--- src/rtl/conv_window_scheduler_if.sv ---
// Bundle between conv_window_scheduler (master) and its host / memory unit / MAC array (slave).
// Optional build macro CONV_STRIDE_EN adds the stride input.
interface conv_window_scheduler_if #(
   parameter int IMAGE_WIDTH  = 8,
   parameter int IMAGE_HEIGHT = 8,
   parameter int NUM_UNITS    = 2
);
   localparam int ADDR_W = $clog2(IMAGE_WIDTH*IMAGE_HEIGHT);
   localparam int KW     = $clog2(IMAGE_WIDTH);

   logic                             start;
   logic [KW-1:0]                    kernel_dim;
`ifdef CONV_STRIDE_EN
   logic [KW-1:0]                    stride;
`endif
   logic                             mem_reset;
   logic                             mem_en;
   logic                             mem_step;
   logic [NUM_UNITS-1:0][ADDR_W-1:0] start_addr;
   logic [NUM_UNITS-1:0]             unit_valid;
   logic                             mac_valid;
   logic                             mac_last;
   logic                             batch_valid;
   logic                             batch_ready;
   logic                             busy;
   logic                             done;
   logic                             error;

   modport master (
`ifdef CONV_STRIDE_EN
      input  stride,
`endif
      input  start, kernel_dim, batch_ready,
      output mem_reset, mem_en, mem_step, start_addr, unit_valid,
      output mac_valid, mac_last, batch_valid, busy, done, error
   );

   modport slave (
`ifdef CONV_STRIDE_EN
      output stride,
`endif
      output start, kernel_dim, batch_ready,
      input  mem_reset, mem_en, mem_step, start_addr, unit_valid,
      input  mac_valid, mac_last, batch_valid, busy, done, error
   );
endinterface

--- src/rtl/conv_window_scheduler.sv ---
// Walks every KxK window origin of the image in row-major batches of NUM_UNITS lanes and drives
// the shared memory read unit / MAC tap stream. Optional build macro CONV_STRIDE_EN enables a stride input.
module conv_window_scheduler #(
   parameter int IMAGE_WIDTH  = 8,
   parameter int IMAGE_HEIGHT = 8,
   parameter int NUM_UNITS    = 2
) (
   input  logic                      clk,
   input  logic                      reset,
   conv_window_scheduler_if.master   bus
);
   localparam int ADDR_W = $clog2(IMAGE_WIDTH*IMAGE_HEIGHT);
   localparam int KW     = $clog2(IMAGE_WIDTH);
   localparam int CW     = $clog2(2*IMAGE_WIDTH + 2*IMAGE_HEIGHT) + 1;
   localparam int KMAX   = (IMAGE_WIDTH < IMAGE_HEIGHT) ? IMAGE_WIDTH : IMAGE_HEIGHT;

   typedef enum logic [2:0] {IDLE, LOAD, RUN, FLUSH, WAIT_ACK} state_t;

   state_t                           state_q;
   logic [KW-1:0]                    k_q;
   logic [2*KW-1:0]                  kk_last_q;
   logic [2*KW-1:0]                  tap_q;
   logic [CW-1:0]                    row_q, col_q;
   logic [ADDR_W-1:0]                rbase_q;
   logic                             more_q;
   logic                             mem_reset_q, mem_en_q, mem_step_q;
   logic [NUM_UNITS-1:0][ADDR_W-1:0] start_addr_q;
   logic [NUM_UNITS-1:0]             unit_valid_q;
   logic                             mac_valid_q, mac_last_q;
   logic                             batch_valid_q, busy_q, done_q, error_q;

   logic [KW-1:0]                    k_eff, s_eff;
   logic [CW-1:0]                    k_w, s_w;
   logic [ADDR_W-1:0]                row_step;
   logic                             start_legal;
   logic                             do_load;

   // While IDLE the chain looks at the live inputs so the first batch loads on the accepting edge.
   assign k_eff = (state_q == IDLE) ? bus.kernel_dim : k_q;

`ifdef CONV_STRIDE_EN
   logic [KW-1:0] s_q;
   assign s_eff       = (state_q == IDLE) ? bus.stride : s_q;
   assign start_legal = (bus.kernel_dim != '0) && (CW'(bus.kernel_dim) <= CW'(KMAX)) &&
                        (bus.stride != '0);
`else
   assign s_eff       = KW'(1);
   assign start_legal = (bus.kernel_dim != '0) && (CW'(bus.kernel_dim) <= CW'(KMAX));
`endif

   assign k_w      = CW'(k_eff);
   assign s_w      = CW'(s_eff);
   assign row_step = ADDR_W'(s_eff * IMAGE_WIDTH);

   // Successor chain: entry 0 is the cursor, entry NUM_UNITS is the next batch's cursor.
   logic [CW-1:0]                    lane_row [NUM_UNITS+1];
   logic [CW-1:0]                    lane_col [NUM_UNITS+1];
   logic [ADDR_W-1:0]                lane_rb  [NUM_UNITS+1];
   logic [NUM_UNITS:0]               lane_v;
   logic [NUM_UNITS-1:0][ADDR_W-1:0] lane_addr;

   assign lane_row[0] = row_q;
   assign lane_col[0] = col_q;
   assign lane_rb[0]  = rbase_q;
   assign lane_v[0]   = 1'b1;

   generate
      for (genvar gi = 0; gi < NUM_UNITS; gi++) begin : g_lane
         logic col_fits, row_fits;
         assign col_fits       = (lane_col[gi] + s_w + k_w) <= CW'(IMAGE_WIDTH);
         assign row_fits       = (lane_row[gi] + s_w + k_w) <= CW'(IMAGE_HEIGHT);
         assign lane_v[gi+1]   = lane_v[gi] & (col_fits | row_fits);
         assign lane_col[gi+1] = col_fits ? lane_col[gi] + s_w : '0;
         assign lane_row[gi+1] = col_fits ? lane_row[gi] : lane_row[gi] + s_w;
         assign lane_rb[gi+1]  = col_fits ? lane_rb[gi] : lane_rb[gi] + row_step;
         assign lane_addr[gi]  = lane_v[gi] ? lane_rb[gi] + ADDR_W'(lane_col[gi]) : '0;
      end
   endgenerate

   assign do_load = ((state_q == IDLE) && bus.start && start_legal) ||
                    ((state_q == WAIT_ACK) && bus.batch_ready && more_q);

   always_ff @(posedge clk or negedge reset) begin
      if (!reset) begin
         state_q       <= IDLE;
         k_q           <= '0;
         kk_last_q     <= '0;
         tap_q         <= '0;
         row_q         <= '0;
         col_q         <= '0;
         rbase_q       <= '0;
         more_q        <= 1'b0;
         mem_reset_q   <= 1'b0;
         mem_en_q      <= 1'b0;
         mem_step_q    <= 1'b0;
         start_addr_q  <= '0;
         unit_valid_q  <= '0;
         mac_valid_q   <= 1'b0;
         mac_last_q    <= 1'b0;
         batch_valid_q <= 1'b0;
         busy_q        <= 1'b0;
         done_q        <= 1'b0;
         error_q       <= 1'b0;
`ifdef CONV_STRIDE_EN
         s_q           <= '0;
`endif
      end else begin
         mem_reset_q <= 1'b0;
         done_q      <= 1'b0;
         mac_valid_q <= mem_en_q;
         mac_last_q  <= 1'b0;
         case (state_q)
            IDLE: begin
               if (bus.start) begin
                  error_q <= !start_legal;
                  if (start_legal) begin
                     k_q       <= bus.kernel_dim;
                     kk_last_q <= (2*KW)'(bus.kernel_dim) * (2*KW)'(bus.kernel_dim) - (2*KW)'(1);
`ifdef CONV_STRIDE_EN
                     s_q       <= bus.stride;
`endif
                     busy_q    <= 1'b1;
                     state_q   <= LOAD;
                  end
               end
            end
            LOAD: begin
               mem_en_q   <= 1'b1;
               mem_step_q <= 1'b1;
               tap_q      <= '0;
               state_q    <= RUN;
            end
            RUN: begin
               if (tap_q == kk_last_q) begin
                  mem_en_q   <= 1'b0;
                  mem_step_q <= 1'b0;
                  mac_last_q <= 1'b1;
                  state_q    <= FLUSH;
               end else begin
                  tap_q <= tap_q + (2*KW)'(1);
               end
            end
            FLUSH: begin
               batch_valid_q <= 1'b1;
               state_q       <= WAIT_ACK;
            end
            WAIT_ACK: begin
               if (bus.batch_ready) begin
                  batch_valid_q <= 1'b0;
                  if (more_q) begin
                     state_q <= LOAD;
                  end else begin
                     done_q  <= 1'b1;
                     busy_q  <= 1'b0;
                     row_q   <= '0;
                     col_q   <= '0;
                     rbase_q <= '0;
                     state_q <= IDLE;
                  end
               end
            end
            default: state_q <= IDLE;
         endcase
         if (do_load) begin
            mem_reset_q  <= 1'b1;
            start_addr_q <= lane_addr;
            unit_valid_q <= lane_v[NUM_UNITS-1:0];
            row_q        <= lane_row[NUM_UNITS];
            col_q        <= lane_col[NUM_UNITS];
            rbase_q      <= lane_rb[NUM_UNITS];
            more_q       <= lane_v[NUM_UNITS];
         end
      end
   end

   assign bus.mem_reset   = mem_reset_q;
   assign bus.mem_en      = mem_en_q;
   assign bus.mem_step    = mem_step_q;
   assign bus.start_addr  = start_addr_q;
   assign bus.unit_valid  = unit_valid_q;
   assign bus.mac_valid   = mac_valid_q;
   assign bus.mac_last    = mac_last_q;
   assign bus.batch_valid = batch_valid_q;
   assign bus.busy        = busy_q;
   assign bus.done        = done_q;
   assign bus.error       = error_q;
endmodule
--- src/flat_wrapper.sv ---
// flat-port wrapper written by rule: the top's interface ports become plain ports
module conv_window_scheduler_flat 
#(
   parameter int IMAGE_WIDTH  = 8,
   parameter int IMAGE_HEIGHT = 8,
   parameter int NUM_UNITS    = 2
)
  (clk, reset, bus_start, bus_kernel_dim, bus_batch_ready, bus_mem_reset, bus_mem_en, bus_mem_step, bus_start_addr, bus_unit_valid, bus_mac_valid, bus_mac_last, bus_batch_valid, bus_busy, bus_done, bus_error);
  conv_window_scheduler_if #(.IMAGE_WIDTH(IMAGE_WIDTH), .IMAGE_HEIGHT(IMAGE_HEIGHT), .NUM_UNITS(NUM_UNITS)) bus_i ();
  input  logic clk;
  input  logic reset;
  input wire logic [$bits(bus_i.start)-1:0] bus_start;
  input wire logic [$bits(bus_i.kernel_dim)-1:0] bus_kernel_dim;
  input wire logic [$bits(bus_i.batch_ready)-1:0] bus_batch_ready;
  output wire logic [$bits(bus_i.mem_reset)-1:0] bus_mem_reset;
  output wire logic [$bits(bus_i.mem_en)-1:0] bus_mem_en;
  output wire logic [$bits(bus_i.mem_step)-1:0] bus_mem_step;
  output wire logic [$bits(bus_i.start_addr)-1:0] bus_start_addr;
  output wire logic [$bits(bus_i.unit_valid)-1:0] bus_unit_valid;
  output wire logic [$bits(bus_i.mac_valid)-1:0] bus_mac_valid;
  output wire logic [$bits(bus_i.mac_last)-1:0] bus_mac_last;
  output wire logic [$bits(bus_i.batch_valid)-1:0] bus_batch_valid;
  output wire logic [$bits(bus_i.busy)-1:0] bus_busy;
  output wire logic [$bits(bus_i.done)-1:0] bus_done;
  output wire logic [$bits(bus_i.error)-1:0] bus_error;
  assign bus_i.start = bus_start;
  assign bus_i.kernel_dim = bus_kernel_dim;
  assign bus_i.batch_ready = bus_batch_ready;
  assign bus_mem_reset = bus_i.mem_reset;
  assign bus_mem_en = bus_i.mem_en;
  assign bus_mem_step = bus_i.mem_step;
  assign bus_start_addr = bus_i.start_addr;
  assign bus_unit_valid = bus_i.unit_valid;
  assign bus_mac_valid = bus_i.mac_valid;
  assign bus_mac_last = bus_i.mac_last;
  assign bus_batch_valid = bus_i.batch_valid;
  assign bus_busy = bus_i.busy;
  assign bus_done = bus_i.done;
  assign bus_error = bus_i.error;
  conv_window_scheduler #(.IMAGE_WIDTH(IMAGE_WIDTH), .IMAGE_HEIGHT(IMAGE_HEIGHT), .NUM_UNITS(NUM_UNITS)) u_core (.clk(clk), .reset(reset), .bus(bus_i));
endmodule
--- config.mk ---
export PLATFORM = sky130hd
export DESIGN_NAME = conv_window_scheduler_flat
export DESIGN_NICKNAME = d
export VERILOG_FILES = /design/src/rtl/conv_window_scheduler_if.sv /design/src/rtl/conv_window_scheduler.sv /design/src/flat_wrapper.sv
export SDC_FILE = /design/constraint.sdc
export NUM_CORES = 1
export LEC_CHECK = 0
export CAP_MARGIN = 20
export CORE_MARGIN = 2
export CORE_UTILIZATION = 50
export CTS_BUF_LIST = sky130_fd_sc_hd__clkbuf_4 sky130_fd_sc_hd__clkbuf_8
export CTS_CLUSTER_DIAMETER = 100
export DETAILED_ROUTE_END_ITERATION = 6
export PLACE_DENSITY = 0.72
export SETUP_SLACK_MARGIN = 0.05
export SLEW_MARGIN = 20
export SYNTH_ARGS = -nofsm -noshare
export SYNTH_HDL_FRONTEND = slang
export SYNTH_SLANG_ARGS = --single-unit
--- constraint.sdc ---
create_clock -name clk -period 6.3 [get_ports clk]
set_clock_uncertainty 0.15 [all_clocks]
set_input_delay 1.89 -clock clk [delete_from_list [all_inputs] [get_ports clk]]
set_output_delay 1.89 -clock clk [all_outputs]
set_load 0.005 [all_outputs]
### Routed metal per tile

The die is cut into 20 by 20 equal tiles; dark blue is low, red is high, scaled to the fullest tile. Values are wire area over tile area, all layers added.
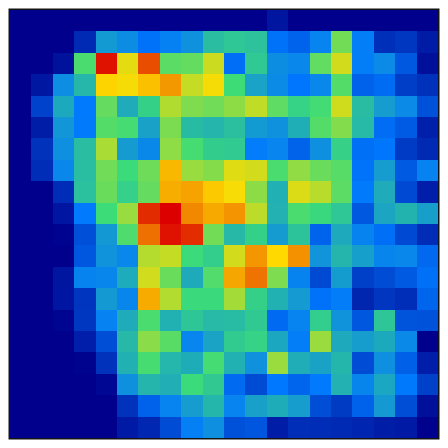
23% of the tiles are over half the peak. 18% of the tiles are nearly empty. The densest ninth of the die: center. The mean over all tiles is 0.20. The emptiest ninth of the die: south-west. The fullest tile reaches 0.63.
routed wire length: 12,200 um
all-layer global routing usage: 25.0%
wire per inst: 16.8 um

### Placement view

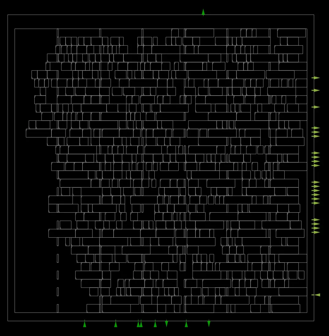
post-route core utilization: 64.7%
num rows: 34

==> out/qor.yml <==
die:
  fp-utilization_pct: 52.1
  die_width_um: 99.8
  io_pins: 30
  core-area_um2: 8810
  die_h_um: 99.8
  n_tap_cell: 108
layout:
  inverters: 18
  biggestCellCategory: "multi-input combinational cells"
  flop_area_um2: 1380
  nets: 642
  comb_share_pct: 57.2
  final_common_cell: "nand2_1"
  seq_cells: 55
  fillers: 704
  final_cell_mix: "67 x nand2_1, 59 x buf_4, 55 x dfrtp_1"
  final_area_um2: 5700
  area_growth_pct: 24.2
  logic_area_um2: 3260
  num-clock-buffers: 5
  layout.nonclk_buf_share_pct: 13.1
  drive_gt1_share_pct: 21.1
  largest_reg_flops: 12
  nNonClkBuffers: 89
  comb_cells: 446
synth:
  yosysMostFrequentCell: "nand2_1"
  ys_sh_adder_pct: 6.76
  area_leaders: "dfrtp_1 30%, nand2_1 5.7%, ha_1 5.5%"
  syn_nets: 579
  syn_inst: 552
  synth-simple-area-share_pct: 23.5
  avgSynthCellArea_um2: 8.31
  yosys.area_share.aoi_pct: 23.2
  yosysWarnings: 0
  synth-cells-yosys: 552
  synthTopLogicFamily: "simple AND/OR/NAND/NOR gates"
  ys_seq_share_pct: 30.0
  numSynthFlops: 55
  netlist_top_cells_count: "70 x nand2_1, 55 x dfrtp_1, 42 x nor2_1, 31 x a21oi_1, 31 x o21ai_0"
  synth-async-reset-ratio_pct: 100
  syn-cell-area_um2: 4590
clock_tree:
  cts_hold_buf: 0
  h-tree-depth: 2
  post_cts_buffers: 6
  cts_made_buffers: 5
  clkTransAtPathRegs_ns: 0.11
  clock_latency_ns: 0.31
  clock-sinks: 55
  clock-root-buffer: "clkbuf_8"
  cts_buffer_depth: 2
placed_design:
  place.gp.congestion: 0.897
  hpwl_um: 9070
  portBuffers: 29
  place_area_um2: 5390
  dp_slack_ns: -0.529
detailed_routing:
  wl_met3_um: 829
  firstDrtPassIters: 6
  wl_met2_um: 5590
  num_vias: 4399
  drt-initial-drc-count: 369
  vias_per_cell: 6.08
  routed.top_layer: "met4"
  antenna_left: 0
setup_path:
  reg2reg_from: "u_core.state_q[0]"
  end_kind: "register"
  path_max_fanout: 3
  cpLargestDelayFamily: "AND-OR/OR-AND gates"
  cp_slowest_cell: "a311o_1"
  crit_path_end: "u_core.more_q"
  reg2reg_to: "u_core.more_q"
  cp-start-kind: "input pin"
  r2r_slack_ns: 0.91
  path_class: "input pin to register"
  r2r_cells: 23
  critical_path_buf_inv_count: 2
  crit_path_start: "bus_kernel_dim[1]"
  critPathMaxStageDelay_ns: 0.36
  crit_arrival_ns: 6.19
sta:
  fin_crit_sh_pct: 96.8
  final_hold_viol_count: 0
  finalCriticalPeriod_ns: 6.10
  setup_ws_ns: 0.200
  holdWs_ns: 0.303
  setup_viol: 0
  maxSlewHeadroom_pct: 41.0
  setup_tns_ns: 0
  slew_violations: 0
min_path:
  worst_hold_path.endpoint: "u_core.bus.mac_valid"
  hp-class: "register to register"
global_route:
  grt_use_met3_pct: 2.37
  gr-usage-met1_pct: 36.4
  grt_pass1_vias: 4103
  grt_max_degree: 56
  busiest_layer: "met2"
  grt_pass1_wl_um: 20300
outcome:
  status: "complete, no violations"
